==> config.mk <==
export PLATFORM = sky130hd
export DESIGN_NAME = alu_sequencer_flat
export DESIGN_NICKNAME = d
export VERILOG_FILES = /design/src/rtl/alu_seq_if.sv /design/src/rtl/alu_sequencer.sv /design/src/flat_wrapper.sv
export SDC_FILE = /design/constraint.sdc
export NUM_CORES = 1
export LEC_CHECK = 0
export CORE_MARGIN = 2
export CORE_UTILIZATION = 33
export CTS_CLUSTER_SIZE = 10
export DETAILED_ROUTE_END_ITERATION = 12
export GPL_TIMING_DRIVEN = 0
export HOLD_SLACK_MARGIN = 0.1
export SLEW_MARGIN = 30
export SYNTH_ARGS = -nofsm -noshare
export SYNTH_HDL_FRONTEND = slang
export SYNTH_SLANG_ARGS = --single-unit
==> constraint.sdc <==
create_clock -name clk -period 3.25 [get_ports clk]
set_clock_uncertainty 0.05 [all_clocks]
set_input_delay 0.8125 -clock clk [delete_from_list [all_inputs] [get_ports clk]]
set_output_delay 0.8125 -clock clk [all_outputs]
set_load 0.005 [all_outputs]
Figure 1. The metal 3 layer.
Scale: 6 px per µm.
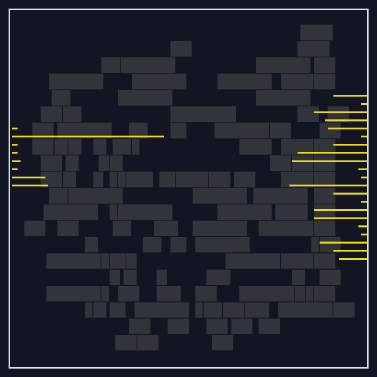
wire length on this layer = 153 µm
share of all routed wire = 7.6%
main direction = horizontal
nets with wire on the layer = 29
met3 Usage GRT: 2.620%
Final Routed Wirelength: 2.032 mm
via count of the routed design: 720

Figure 2. Placed cells, one colour a class.
Scale: 8 px per µm.
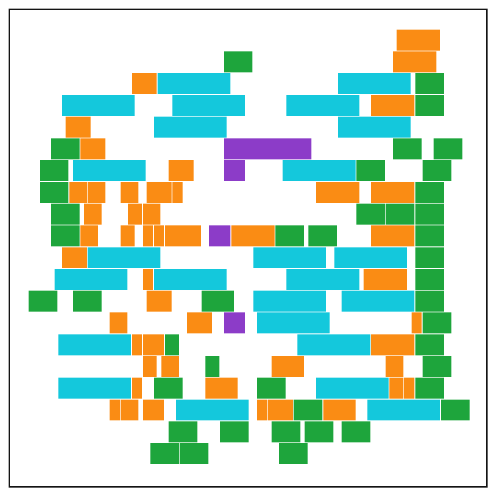
cyan -> sequential cells  # cells 24, share of their area 41%
orange -> combinational and other logic  # cells 48, share of their area 27%
green -> remaining buffers and delay cells  # cells 43, share of their area 29%
purple -> clock drivers and dummy loads  # cells 4, share of their area 3.6%
Seq/total area: 39.74%
num rows: 20

==> flow_summary.ini <==
; generated from flow reports
[synthesis]
netlist_instances = 75
fp_nets = 93
yosys_most_used_dff = dfrtp_1
ys_area_um2 = 1017
enable_flop_cells = 0
async_flop_share_pct = 100.0

[min_path]
hold_depth = 1
hold_class = reg -> reg

[die]
fp_util_pct = 33.88
dieArea_um2 = 3543
core_um2 = 3003
die_h_um = 59.52
die_w_um = 59.52

[final_timing]
finalSetupViolations = 0
hold_violations = 0
fin_setup_tns_ns = 0
hold_slack_ns = 0.4275
period_needed_ns = 2.316

[layout]
nFillCells = 282
drive_gt1_share_pct = 19.33
diodes = 0

[detailed_routing]
ant_nets = 0

[global_route]
grt_max_degree = 25
antenna_found_initial = 0
grt_overflow = 0

[clocking]
cts-root-buf = clkbuf_4
cts_resized = 0
post_cts_buffers = 0
clockBufferDepth = 2

[placement]
port_buffers = 40

[critical_path]
cp.arrival_ns = 1.45

[power]
power.density_nw_per_um2 = 864.4
power_leakage_nw = 0.6530

[run_status]
status = completed
-- power breakdown --
group	total [mW]	switching, mW	internal [mW]
combinational	0.565	0.169	0.396
clock	0.209	0.0848	0.125
sequential	0.532	0.107	0.425
-- cell type report --
type / instances / area share (%)
inverters: 2 / 0.4967
clock inverters: 1 / 1.987
plain buffers: 3 / 1.407
well taps: 33 / 2.732
multi-input cells: 46 / 25.66
clock buffers: 3 / 1.490
repair buffers: 40 / 26.49
flip-flops and latches: 24 / 39.74
-- per-stage QoR --
step | worst slack [ns] | power [mW]
2_1_floorplan | 1.710 | 0.7847
3_3_place_gp | 1.145 | 1.096
3_5_place_dp | 1.137 | 1.108
4_1_cts | 0.9133 | 1.326
5_1_grt | 0.8359 | 1.388
6_report | 0.9339 | 1.306
-- cells in the final DEF, fill, tap and decap left out, drive strengths merged --
cell | Yosys | routed
clkbuf | 0 | 3
dfrtp | 24 | 24
bufinv | 0 | 1
ha | 1 | 1
o41ai | 1 | 1
nand2 | 6 | 6
nand2b | 2 | 2
mux2 | 12 | 12
clkdlybuf4s50 | 0 | 40
xnor2 | 6 | 6
xor2 | 1 | 1
nand3 | 2 | 2
o21ai | 1 | 1
nand4 | 5 | 5
inv | 2 | 1
nor3 | 1 | 1
nor2 | 3 | 3
clkinv | 0 | 1
o22ai | 1 | 1
and2 | 2 | 2
buf | 3 | 3
and3 | 2 | 2
-- critical path, stage by stage, from the launching register on --
cell             delay, ns
dfrtp_1               0.45
nor2_2                0.17
clkdlybuf4s50_1       0.52
-- layer usage --
layer | up-vias | global-route usage (%) | wire length (µm)
met3 | 0 | 2.620 | 153
li1 | 344 | - | -
met5 | - | 0 | 0
met4 | 0 | 3.810 | 0
met2 | 29 | 18.52 | 911
met1 | 347 | 16.83 | 967
-- cell families after synthesis --
| group | share of synthesized area (%) |
|---|---|
| AND-OR/OR-AND | 1.968 |
| multiplexers | 16.60 |
| XOR/XNOR | 6.027 |
| adder cells (fa/ha/maj) | 1.230 |
| flip-flops | 59.04 |
| buffers and inverters | 2.829 |
| AND/OR/NAND/NOR | 12.30 |
Power is estimated from default activity; no workload was simulated.
